File: src/rtl/config_pkg.sv
// Shared DDR widths used by blocks that talk to the memory port.
package config_pkg;
  typedef logic [31:0] ddr_address_t;
  typedef logic [31:0] ddr_data_t;
endpackage

File: src/rtl/ddr_port_arbiter.sv
// Round-robin arbiter sharing one DDR port among NumPorts requesters,
// one pending slot per port and at most one DDR transaction in flight.
module ddr_port_arbiter
  import config_pkg::*;
#(
  parameter int unsigned NumPorts = 2
) (
  input  logic                        clk_i,
  input  logic                        rst_ni,
  input  ddr_address_t [NumPorts-1:0] req_address_i,
  input  logic [NumPorts-1:0]         req_w_en_i,
  input  ddr_data_t [NumPorts-1:0]    req_w_data_i,
  input  logic [NumPorts-1:0]         req_r_en_i,
  output logic [NumPorts-1:0]         rsp_w_done_o,
  output logic [NumPorts-1:0]         rsp_r_valid_o,
  output ddr_data_t                   rsp_r_data_o,
  output logic [NumPorts-1:0]         overrun_o,
  output ddr_address_t                ddr_address_o,
  output logic                        ddr_w_en_o,
  output ddr_data_t                   ddr_w_data_o,
  output logic                        ddr_r_en_o,
  input  logic                        ddr_w_done_i,
  input  ddr_data_t                   ddr_r_data_i,
  input  logic                        ddr_r_valid_i
);

  localparam int unsigned PortW = $clog2(NumPorts);
  typedef logic [PortW-1:0] port_idx_t;

  typedef enum logic [1:0] {StIdle, StWaitRead, StWaitWrite} state_e;

  state_e                      state_q, state_d;
  logic [NumPorts-1:0]         slot_valid_q, slot_valid_d;
  logic [NumPorts-1:0]         slot_write_q, slot_write_d;
  ddr_address_t [NumPorts-1:0] slot_addr_q, slot_addr_d;
  ddr_data_t [NumPorts-1:0]    slot_data_q, slot_data_d;
  logic [NumPorts-1:0]         overrun_q, overrun_d;
  port_idx_t                   last_grant_q, last_grant_d;
  port_idx_t                   active_q, active_d;

  logic      grant_valid;
  port_idx_t grant_idx;

  // Search starts one past the last winner so every port gets a turn.
  always_comb begin
    int unsigned cand;
    port_idx_t   cand_idx;
    cand        = 0;
    cand_idx    = '0;
    grant_valid = 1'b0;
    grant_idx   = '0;
    if (state_q == StIdle) begin
      for (int unsigned k = 1; k <= NumPorts; k++) begin
        cand     = (32'(last_grant_q) + k) % NumPorts;
        cand_idx = port_idx_t'(cand);
        if (!grant_valid && slot_valid_q[cand_idx]) begin
          grant_valid = 1'b1;
          grant_idx   = cand_idx;
        end
      end
    end
  end

  // A new request may reuse a slot that is being granted this cycle.
  always_comb begin
    logic req_any;
    logic clr;
    req_any      = 1'b0;
    clr          = 1'b0;
    slot_valid_d = slot_valid_q;
    slot_write_d = slot_write_q;
    slot_addr_d  = slot_addr_q;
    slot_data_d  = slot_data_q;
    overrun_d    = overrun_q;
    for (int unsigned p = 0; p < NumPorts; p++) begin
      req_any = req_w_en_i[p] | req_r_en_i[p];
      clr     = grant_valid && (grant_idx == port_idx_t'(p));
      if (req_any && (!slot_valid_q[p] || clr)) begin
        slot_valid_d[p] = 1'b1;
        slot_write_d[p] = req_w_en_i[p];
        slot_addr_d[p]  = req_address_i[p];
        slot_data_d[p]  = req_w_en_i[p] ? req_w_data_i[p] : '0;
      end else if (req_any) begin
        overrun_d[p] = 1'b1;
      end else if (clr) begin
        slot_valid_d[p] = 1'b0;
      end
    end
  end

  always_comb begin
    state_d       = state_q;
    active_d      = active_q;
    last_grant_d  = last_grant_q;
    ddr_address_o = '0;
    ddr_w_data_o  = '0;
    ddr_w_en_o    = 1'b0;
    ddr_r_en_o    = 1'b0;
    rsp_w_done_o  = '0;
    rsp_r_valid_o = '0;
    rsp_r_data_o  = '0;
    unique case (state_q)
      StIdle: begin
        if (grant_valid) begin
          ddr_address_o = slot_addr_q[grant_idx];
          ddr_w_data_o  = slot_data_q[grant_idx];
          ddr_w_en_o    = slot_write_q[grant_idx];
          ddr_r_en_o    = ~slot_write_q[grant_idx];
          active_d      = grant_idx;
          last_grant_d  = grant_idx;
          state_d       = slot_write_q[grant_idx] ? StWaitWrite : StWaitRead;
        end
      end
      StWaitRead: begin
        if (ddr_r_valid_i) begin
          rsp_r_valid_o[active_q] = 1'b1;
          rsp_r_data_o            = ddr_r_data_i;
          state_d                 = StIdle;
        end
      end
      StWaitWrite: begin
        if (ddr_w_done_i) begin
          rsp_w_done_o[active_q] = 1'b1;
          state_d                = StIdle;
        end
      end
      default: state_d = StIdle;
    endcase
  end

  assign overrun_o = overrun_q;

  always_ff @(posedge clk_i or negedge rst_ni) begin
    if (!rst_ni) begin
      state_q      <= StIdle;
      slot_valid_q <= '0;
      slot_write_q <= '0;
      slot_addr_q  <= '0;
      slot_data_q  <= '0;
      overrun_q    <= '0;
      last_grant_q <= port_idx_t'(NumPorts - 1);
      active_q     <= '0;
    end else begin
      state_q      <= state_d;
      slot_valid_q <= slot_valid_d;
      slot_write_q <= slot_write_d;
      slot_addr_q  <= slot_addr_d;
      slot_data_q  <= slot_data_d;
      overrun_q    <= overrun_d;
      last_grant_q <= last_grant_d;
      active_q     <= active_d;
    end
  end

endmodule
File: config.mk
export PLATFORM = sky130hd
export DESIGN_NAME = ddr_port_arbiter
export DESIGN_NICKNAME = d
export VERILOG_FILES = /design/src/rtl/config_pkg.sv /design/src/rtl/ddr_port_arbiter.sv
export SDC_FILE = /design/constraint.sdc
export NUM_CORES = 1
export LEC_CHECK = 0
export ABC_AREA = 0
export CAP_MARGIN = 20
export CORE_MARGIN = 1
export CORE_UTILIZATION = 39
export CTS_BUF_LIST = sky130_fd_sc_hd__clkbuf_8
export CTS_CLUSTER_SIZE = 14
export DETAILED_ROUTE_END_ITERATION = 10
export GPL_TIMING_DRIVEN = 0
export HOLD_SLACK_MARGIN = 0.02
export PLACE_DENSITY = 0.79
export SYNTH_ARGS = -nofsm -noshare
export SYNTH_HDL_FRONTEND = slang
export SYNTH_SLANG_ARGS = --single-unit
export TNS_END_PERCENT = 5
File: constraint.sdc
create_clock -name clk_i -period 1.65 [get_ports clk_i]
set_input_delay 0.33 -clock clk_i [delete_from_list [all_inputs] [get_ports clk_i]]
set_output_delay 0.33 -clock clk_i [all_outputs]
set_load 0.01 [all_outputs]
==> impl_metrics.py <==
# Generated from Yosys and OpenROAD reports
metrics = {
    "outcome": {
        "run_status": "finished, violations left",
        "violations": "negative setup slack",
    },
    "synthesis": {
        "top_cell_area_share_pct": 55.5,
        "logic_family": "AND-OR/OR-AND gates",
        "topCellsByArea": "dfrtp_1, a22o_1, mux2_4",
        "syn_inst": 450,
        "syn_area_per_cell_sq_um": 13.7,
        "synth-async-reset-ratio_pct": 100,
        "top_cells_by_count": "dfrtp_1, a22o_1, mux2_2",
        "yosysTopAreaCell": "dfrtp_1",
    },
    "power": {
        "power_density_nw_per_um2": 1970,
        "power.share.switching_pct": 35.4,
        "p_seq_share_pct": 30.4,
        "power.total_mw": 19.5,
        "powerComb_mw": 10.6,
    },
    "critical_path": {
        "critical_path.top_delay_family": "simple AND/OR/NAND/NOR gates",
        "timing.reg2reg.setup_slack_ns": -0.41,
        "critPathLaunch": "state_q[1]",
        "crit_path_start_kind": "flop",
        "cpMaxStageDelayCell": "dfrtp_2",
        "critPathCaptureType": "primary output",
        "crit_required_ns": 1.32,
        "worstReg2RegStart": "slot_valid_q[0]",
    },
    "placed_design": {
        "placed_area_sq_um": 9250,
        "hpwl_microns": 14500,
        "placed_cells": 932,
    },
    "clock_tree": {
        "post_cts_resized": 416,
        "postCtsHoldBufs": 1,
        "cts_max_level": 4,
        "cts.clk_slew.worst_paths_ns": 0.08,
        "cts_tree": "done",
    },
    "route": {
        "first_pass_iters": 4,
        "routed_wl_microns": 20600,
        "drc_errors": 0,
        "wl_met1_microns": 8050,
        "ant_nets": 0,
    },
    "timing": {
        "finalHoldViolCount": 0,
        "slew_violations": 0,
        "setup_viol": 232,
        "layout_setup_ws_ns": -0.855,
        "maxSlewHeadroom_pct": 66.3,
    },
    "finish": {
        "nonClkBufAreaFrac_pct": 32.2,
        "logic_gates": 269,
        "clkCellAreaFrac_pct": 4.25,
        "non_clock_buffer_count": 343,
    },
    "global_routing": {
        "grt.overflow.total": 0,
        "grt_use_met3_pct": 7.89,
        "track_usage_pct": 25.6,
    },
    "floorplanning": {
        "io_pins": 272,
        "floorplan.core_util_pct": 40.3,
    },
    "worst_hold_path": {
        "min_path_type": "input pin to async pin",
    },
}
==> run_1/clk_routes.png <==
The bar under the picture is 50 microns long.
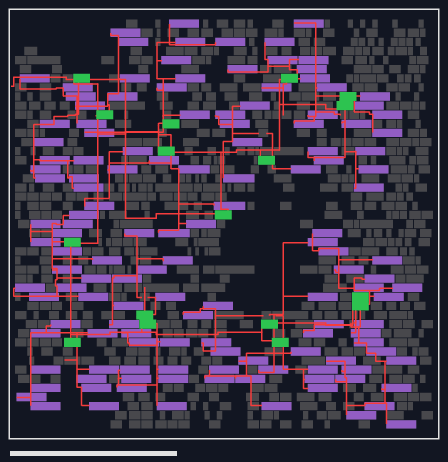
[clock wires] red | length: 1,740 microns
[clock drivers] green | count: 17
[flip-flops] purple | count: 138
routed clock nets	18
clk pwr: 2.92 mW
latest clock arrival within the worst-skew pair: 0.45 ns
worst-case clock skew: 0.0163 ns
Clk pwr share: 15.0%

==> run_1/power_grid.png <==
The bar under the picture is 50 microns long. Pins as bars on the die edge.
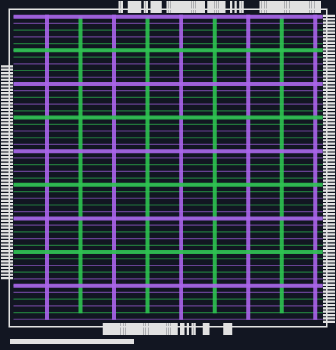
net	color
VSS	purple
VDD	green
signal pins	272
met4 straps	9
met1 rails	46
rows	45
met5 straps	9
core area: 15,300 sq um
VDD IR-drop max: 882 uV
Die W: 128 microns

==> run_1/placement_by_type.png <==
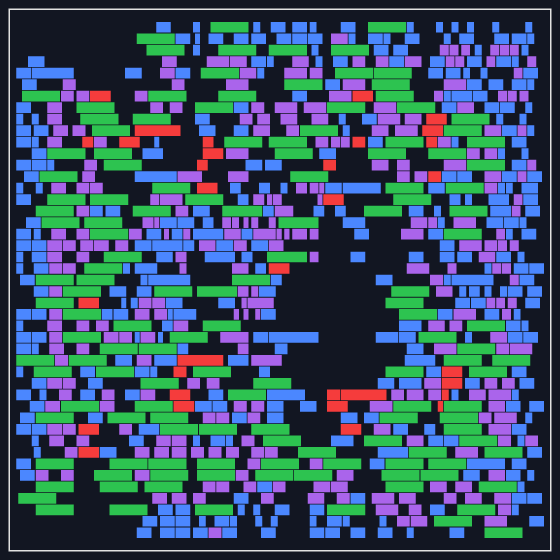
class	color	cells
other buffers and delay cells	blue	343
combinational and other logic	purple	271
clock drivers and dummy loads	red	32
flops	green	138
Seq area share: 35.0%
Core Rows: 45
Final Cell Area: 9890 sq um
final core utilization: 64.6%

==> run_1/clocks.png <==
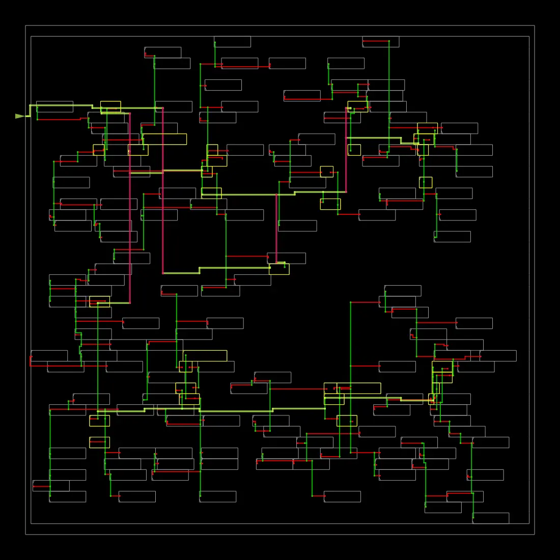
Flops: 138
clock buf count: 18
# clock sinks: 138
total CTS buffers: 17

Power is estimated from default activity; no workload was simulated.
